$ cat src/rtl/sys_ctrl_pkg.sv
// rtl/sys_ctrl_pkg.sv - shared constants, state encoding and helpers for sys_ctrl
//
// Contents:
//   - command bytes that open a frame
//   - register-file addresses of the two ALU operands
//   - the controller state encoding
//   - in_frame(): states in which the controller waits for another frame byte
package sys_ctrl_pkg;

    localparam logic [7:0] CMD_REG_WR  = 8'hAA;
    localparam logic [7:0] CMD_REG_RD  = 8'hBB;
    localparam logic [7:0] CMD_ALU_OP  = 8'hCC;
    localparam logic [7:0] CMD_ALU_NOP = 8'hDD;

    localparam logic [3:0] OPA_ADDR = 4'd0;
    localparam logic [3:0] OPB_ADDR = 4'd1;

    localparam int FUN_WIDTH = 4;

    typedef enum logic [3:0] {
        ST_IDLE     = 4'd0,
        ST_WR_ADDR  = 4'd1,
        ST_WR_DATA  = 4'd2,
        ST_RD_ADDR  = 4'd3,
        ST_RD_WAIT  = 4'd4,
        ST_OP_A     = 4'd5,
        ST_OP_B     = 4'd6,
        ST_ALU_FUN  = 4'd7,
        ST_ALU_WAIT = 4'd8,
        ST_TX_RD    = 4'd9,
        ST_TX_LO    = 4'd10,
        ST_TX_HI    = 4'd11
    } state_e;

    // States that are waiting on the next RX byte of a partially received frame.
    function automatic logic in_frame(input state_e s);
        return (s == ST_WR_ADDR) || (s == ST_WR_DATA) || (s == ST_RD_ADDR) ||
               (s == ST_OP_A)    || (s == ST_OP_B)    || (s == ST_ALU_FUN);
    endfunction

endpackage

$ cat src/rtl/sys_ctrl_timeout.sv
// rtl/sys_ctrl_timeout.sv - inter-byte gap counter for sys_ctrl (used with CMD_TIMEOUT_EN)
//
// Ports:
//   CLK        system clock
//   RST        asynchronous active-low reset
//   active_i   controller is inside a frame, waiting for a byte
//   clear_i    an RX byte arrived this cycle
//   expired_o  gap has reached TIMEOUT_CYCLES; controller must abandon the frame
module sys_ctrl_timeout #(
    parameter int unsigned TIMEOUT_CYCLES = 1023
) (
    input  logic CLK,
    input  logic RST,
    input  logic active_i,
    input  logic clear_i,
    output logic expired_o
);

    localparam int CW = $clog2(TIMEOUT_CYCLES + 1);
    localparam logic [CW-1:0] LIMIT = CW'(TIMEOUT_CYCLES);

    logic [CW-1:0] cnt_q, cnt_d;

    always_comb begin
        cnt_d = cnt_q;
        if (!active_i || clear_i) begin
            cnt_d = '0;
        end else if (cnt_q != LIMIT) begin
            cnt_d = cnt_q + 1'b1;
        end
    end

    always_ff @(posedge CLK or negedge RST) begin
        if (!RST) begin
            cnt_q <= '0;
        end else begin
            cnt_q <= cnt_d;
        end
    end

    // A byte arriving in the same cycle always wins over expiry.
    assign expired_o = active_i && !clear_i && (cnt_q == LIMIT);

endmodule

$ cat src/rtl/sys_ctrl.sv
// rtl/sys_ctrl.sv - command-decoding controller between UART RX, register file, ALU and TX FIFO
//
// Optional feature macro: CMD_TIMEOUT_EN (abandon a frame after TIMEOUT_CYCLES idle cycles)
//
// Ports:
//   CLK, RST                      clock, asynchronous active-low reset
//   RX_P_DATA, RX_D_VLD           received byte and its one-cycle strobe
//   RdData, RdData_Valid          register-file read return
//   ALU_OUT, ALU_OUT_VALID        ALU result return
//   FIFO_FULL                     TX FIFO back-pressure
//   Address, WrEn, RdEn, WrData   register-file port
//   ALU_FUN, ALU_EN, CLK_GATE_EN  ALU control
//   TX_P_DATA, TX_D_VLD           TX FIFO write port
module sys_ctrl
    import sys_ctrl_pkg::*;
#(
    parameter int DATA_WIDTH     = 8,
    parameter int ADDR_WIDTH     = 4,
    parameter int ALU_OUT_WIDTH  = 16,
    parameter int unsigned TIMEOUT_CYCLES = 1023
) (
    input  logic                     CLK,
    input  logic                     RST,
    input  logic [DATA_WIDTH-1:0]    RX_P_DATA,
    input  logic                     RX_D_VLD,
    input  logic [DATA_WIDTH-1:0]    RdData,
    input  logic                     RdData_Valid,
    input  logic [ALU_OUT_WIDTH-1:0] ALU_OUT,
    input  logic                     ALU_OUT_VALID,
    input  logic                     FIFO_FULL,
    output logic [ADDR_WIDTH-1:0]    Address,
    output logic                     WrEn,
    output logic                     RdEn,
    output logic [DATA_WIDTH-1:0]    WrData,
    output logic [FUN_WIDTH-1:0]     ALU_FUN,
    output logic                     ALU_EN,
    output logic                     CLK_GATE_EN,
    output logic [DATA_WIDTH-1:0]    TX_P_DATA,
    output logic                     TX_D_VLD
);

    state_e                   state_q, state_d;
    logic [ADDR_WIDTH-1:0]    addr_q, addr_d;
    logic [ALU_OUT_WIDTH-1:0] result_q, result_d;
    logic [ADDR_WIDTH-1:0]    address_q, address_d;
    logic [DATA_WIDTH-1:0]    wrdata_q, wrdata_d;
    logic [FUN_WIDTH-1:0]     fun_q, fun_d;
    logic [DATA_WIDTH-1:0]    txdata_q, txdata_d;
    logic                     wr_en_q, wr_en_d;
    logic                     rd_en_q, rd_en_d;
    logic                     alu_en_q, alu_en_d;
    logic                     gate_q, gate_d;
    logic                     tx_vld_q, tx_vld_d;
    logic                     timeout_w;

`ifdef CMD_TIMEOUT_EN
    sys_ctrl_timeout #(
        .TIMEOUT_CYCLES (TIMEOUT_CYCLES)
    ) u_timeout (
        .CLK       (CLK),
        .RST       (RST),
        .active_i  (in_frame(state_q)),
        .clear_i   (RX_D_VLD),
        .expired_o (timeout_w)
    );
`else
    assign timeout_w = 1'b0;
`endif

    always_comb begin
        state_d   = state_q;
        addr_d    = addr_q;
        result_d  = result_q;
        address_d = address_q;
        wrdata_d  = wrdata_q;
        fun_d     = fun_q;
        txdata_d  = txdata_q;
        gate_d    = gate_q;
        wr_en_d   = 1'b0;
        rd_en_d   = 1'b0;
        alu_en_d  = 1'b0;
        tx_vld_d  = 1'b0;

        case (state_q)
            ST_IDLE: begin
                if (RX_D_VLD) begin
                    case (RX_P_DATA)
                        CMD_REG_WR:  state_d = ST_WR_ADDR;
                        CMD_REG_RD:  state_d = ST_RD_ADDR;
                        CMD_ALU_OP:  state_d = ST_OP_A;
                        CMD_ALU_NOP: begin
                            state_d = ST_ALU_FUN;
                            gate_d  = 1'b1;
                        end
                        default: ;
                    endcase
                end
            end
            ST_WR_ADDR: begin
                if (RX_D_VLD) begin
                    addr_d  = RX_P_DATA[ADDR_WIDTH-1:0];
                    state_d = ST_WR_DATA;
                end
            end
            ST_WR_DATA: begin
                if (RX_D_VLD) begin
                    wr_en_d   = 1'b1;
                    address_d = addr_q;
                    wrdata_d  = RX_P_DATA;
                    state_d   = ST_IDLE;
                end
            end
            ST_RD_ADDR: begin
                if (RX_D_VLD) begin
                    rd_en_d   = 1'b1;
                    addr_d    = RX_P_DATA[ADDR_WIDTH-1:0];
                    address_d = RX_P_DATA[ADDR_WIDTH-1:0];
                    state_d   = ST_RD_WAIT;
                end
            end
            // Read data is forwarded straight to TX when the FIFO has room, so
            // TX_D_VLD follows RdData_Valid by one cycle; otherwise park in TX_RD.
            ST_RD_WAIT: begin
                if (RdData_Valid) begin
                    result_d = ALU_OUT_WIDTH'(RdData);
                    if (!FIFO_FULL) begin
                        tx_vld_d = 1'b1;
                        txdata_d = RdData;
                        state_d  = ST_IDLE;
                    end else begin
                        state_d  = ST_TX_RD;
                    end
                end
            end
            ST_OP_A: begin
                if (RX_D_VLD) begin
                    wr_en_d   = 1'b1;
                    address_d = ADDR_WIDTH'(OPA_ADDR);
                    wrdata_d  = RX_P_DATA;
                    state_d   = ST_OP_B;
                end
            end
            ST_OP_B: begin
                if (RX_D_VLD) begin
                    wr_en_d   = 1'b1;
                    address_d = ADDR_WIDTH'(OPB_ADDR);
                    wrdata_d  = RX_P_DATA;
                    gate_d    = 1'b1;
                    state_d   = ST_ALU_FUN;
                end
            end
            ST_ALU_FUN: begin
                if (RX_D_VLD) begin
                    fun_d    = RX_P_DATA[FUN_WIDTH-1:0];
                    alu_en_d = 1'b1;
                    state_d  = ST_ALU_WAIT;
                end
            end
            // Same bypass as the read path: low byte goes out the cycle after the result.
            ST_ALU_WAIT: begin
                if (ALU_OUT_VALID) begin
                    result_d = ALU_OUT;
                    gate_d   = 1'b0;
                    if (!FIFO_FULL) begin
                        tx_vld_d = 1'b1;
                        txdata_d = ALU_OUT[DATA_WIDTH-1:0];
                        state_d  = ST_TX_HI;
                    end else begin
                        state_d  = ST_TX_LO;
                    end
                end
            end
            ST_TX_RD: begin
                if (!FIFO_FULL) begin
                    tx_vld_d = 1'b1;
                    txdata_d = result_q[DATA_WIDTH-1:0];
                    state_d  = ST_IDLE;
                end
            end
            ST_TX_LO: begin
                if (!FIFO_FULL) begin
                    tx_vld_d = 1'b1;
                    txdata_d = result_q[DATA_WIDTH-1:0];
                    state_d  = ST_TX_HI;
                end
            end
            ST_TX_HI: begin
                if (!FIFO_FULL) begin
                    tx_vld_d = 1'b1;
                    txdata_d = result_q[ALU_OUT_WIDTH-1 -: DATA_WIDTH];
                    state_d  = ST_IDLE;
                end
            end
            default: state_d = ST_IDLE;
        endcase

        // Expiry only fires in frame states with no byte this cycle, so no strobe is lost.
        if (timeout_w) begin
            state_d = ST_IDLE;
            gate_d  = 1'b0;
        end
    end

    always_ff @(posedge CLK or negedge RST) begin
        if (!RST) begin
            state_q   <= ST_IDLE;
            addr_q    <= '0;
            result_q  <= '0;
            address_q <= '0;
            wrdata_q  <= '0;
            fun_q     <= '0;
            txdata_q  <= '0;
            gate_q    <= 1'b0;
            wr_en_q   <= 1'b0;
            rd_en_q   <= 1'b0;
            alu_en_q  <= 1'b0;
            tx_vld_q  <= 1'b0;
        end else begin
            state_q   <= state_d;
            addr_q    <= addr_d;
            result_q  <= result_d;
            address_q <= address_d;
            wrdata_q  <= wrdata_d;
            fun_q     <= fun_d;
            txdata_q  <= txdata_d;
            gate_q    <= gate_d;
            wr_en_q   <= wr_en_d;
            rd_en_q   <= rd_en_d;
            alu_en_q  <= alu_en_d;
            tx_vld_q  <= tx_vld_d;
        end
    end

    assign Address     = address_q;
    assign WrEn        = wr_en_q;
    assign RdEn        = rd_en_q;
    assign WrData      = wrdata_q;
    assign ALU_FUN     = fun_q;
    assign ALU_EN      = alu_en_q;
    assign CLK_GATE_EN = gate_q;
    assign TX_P_DATA   = txdata_q;
    assign TX_D_VLD    = tx_vld_q;

endmodule
$ cat config.mk
export PLATFORM = sky130hd
export DESIGN_NAME = sys_ctrl
export DESIGN_NICKNAME = d
export VERILOG_FILES = /design/src/rtl/sys_ctrl_pkg.sv /design/src/rtl/sys_ctrl_timeout.sv /design/src/rtl/sys_ctrl.sv
export SDC_FILE = /design/constraint.sdc
export NUM_CORES = 1
export LEC_CHECK = 0
export CORE_ASPECT_RATIO = 0.9
export CORE_MARGIN = 3
export CORE_UTILIZATION = 40
export DETAILED_ROUTE_END_ITERATION = 16
export GPL_ROUTABILITY_DRIVEN = 0
export PLACE_DENSITY = 0.69
export SLEW_MARGIN = 25
export SYNTH_ARGS = -nofsm -noshare
export SYNTH_HDL_FRONTEND = slang
export SYNTH_SLANG_ARGS = --single-unit
$ cat constraint.sdc
create_clock -name CLK -period 1.8 [get_ports CLK]
set_input_delay 0.27 -clock CLK [delete_from_list [all_inputs] [get_ports CLK]]
set_output_delay 0.27 -clock CLK [all_outputs]
set_load 0.1 [all_outputs]
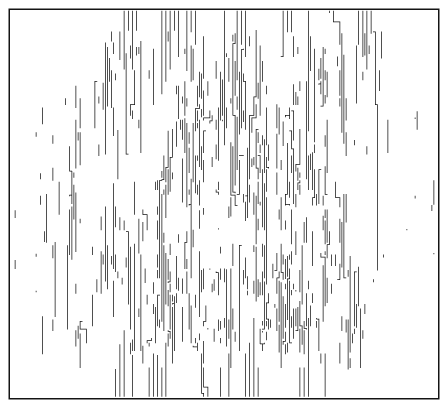
**Above:** the metal 2 layer.
wire length on this layer	3080 um
longest straight run	36.4 um
main direction	vertical
share of all routed wire	45%
nets with wire on the layer	338

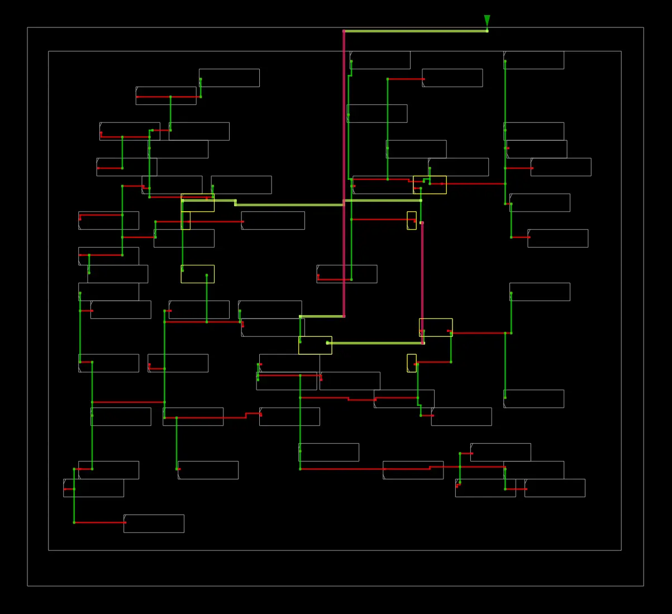
**Above:** the clock network.
CTS Sinks: 53
later-pin clock latency in the skew report: 0.31 ns
CTS Buf Count: 5
clkbuf count: 8

==> sequential cells by signal, indices dropped and copies added (netlist names), 4 cells and up <==
register   flops
WrData         8
TX_P_DATA      8
addr_q         4
Address        4
result_q      16
ALU_FUN        4
state_q        4
==> layer usage <==
layer  vias up  routed length [um]  GRT usage [%]
met2        49                3084          25.40
met4         0                  61          4.462
met3         4                 325          3.901
met1      1094                3415          28.13
met5         -                   0              0
li1       1160                   -              -
==> through the flow <==
stage	utilization, %	hold WS (ns)	setup slack, ns
after floorplan	-	-0.02559	0.1421
after global placement	57.20	0.2249	-0.2841
after detailed placement	57.20	0.2256	-0.3273
after CTS	58.55	0.4278	0.003644
after global routing	59.30	0.4446	0.003876
final	59.30	0.4162	0.08286
==> results.sh <==
# yosys + openroad results
export IMPL_r2r_end="state_q[2]"
export IMPL_tap_cells=90
export IMPL_logic_area_um2=1386
export IMPL_edf_count=0
export IMPL_fillers=576
export IMPL_routed_via_density=5.115
export IMPL_crit_slowest_cell="clkdlybuf4s50_1"
export IMPL_instances_no_fill=451
export IMPL_max_slew_margin_pct=72.61
export IMPL_logic_family="AND-OR/OR-AND gates"
export IMPL_nets=398
export IMPL_status="complete, no violations"
export IMPL_cts_max_path_buffers=2
export IMPL_place_hpwl_mm=5.176
export IMPL_crit_end="state_q[2]"
export IMPL_comb_area_share_pct=35.12
export IMPL_via_count=2307
export IMPL_first_global_vias=2284
export IMPL_flops=53
export IMPL_cts_tree="done"
export IMPL_postCtsResizedCells=0
export IMPL_grt_max_degree=38
export IMPL_drc=0
export IMPL_top_area_cell_class="logic gates"
export IMPL_first_pass_iters=4
export IMPL_critPathLaunch="RX_P_DATA[1]"
export IMPL_critPathMaxFanout=7
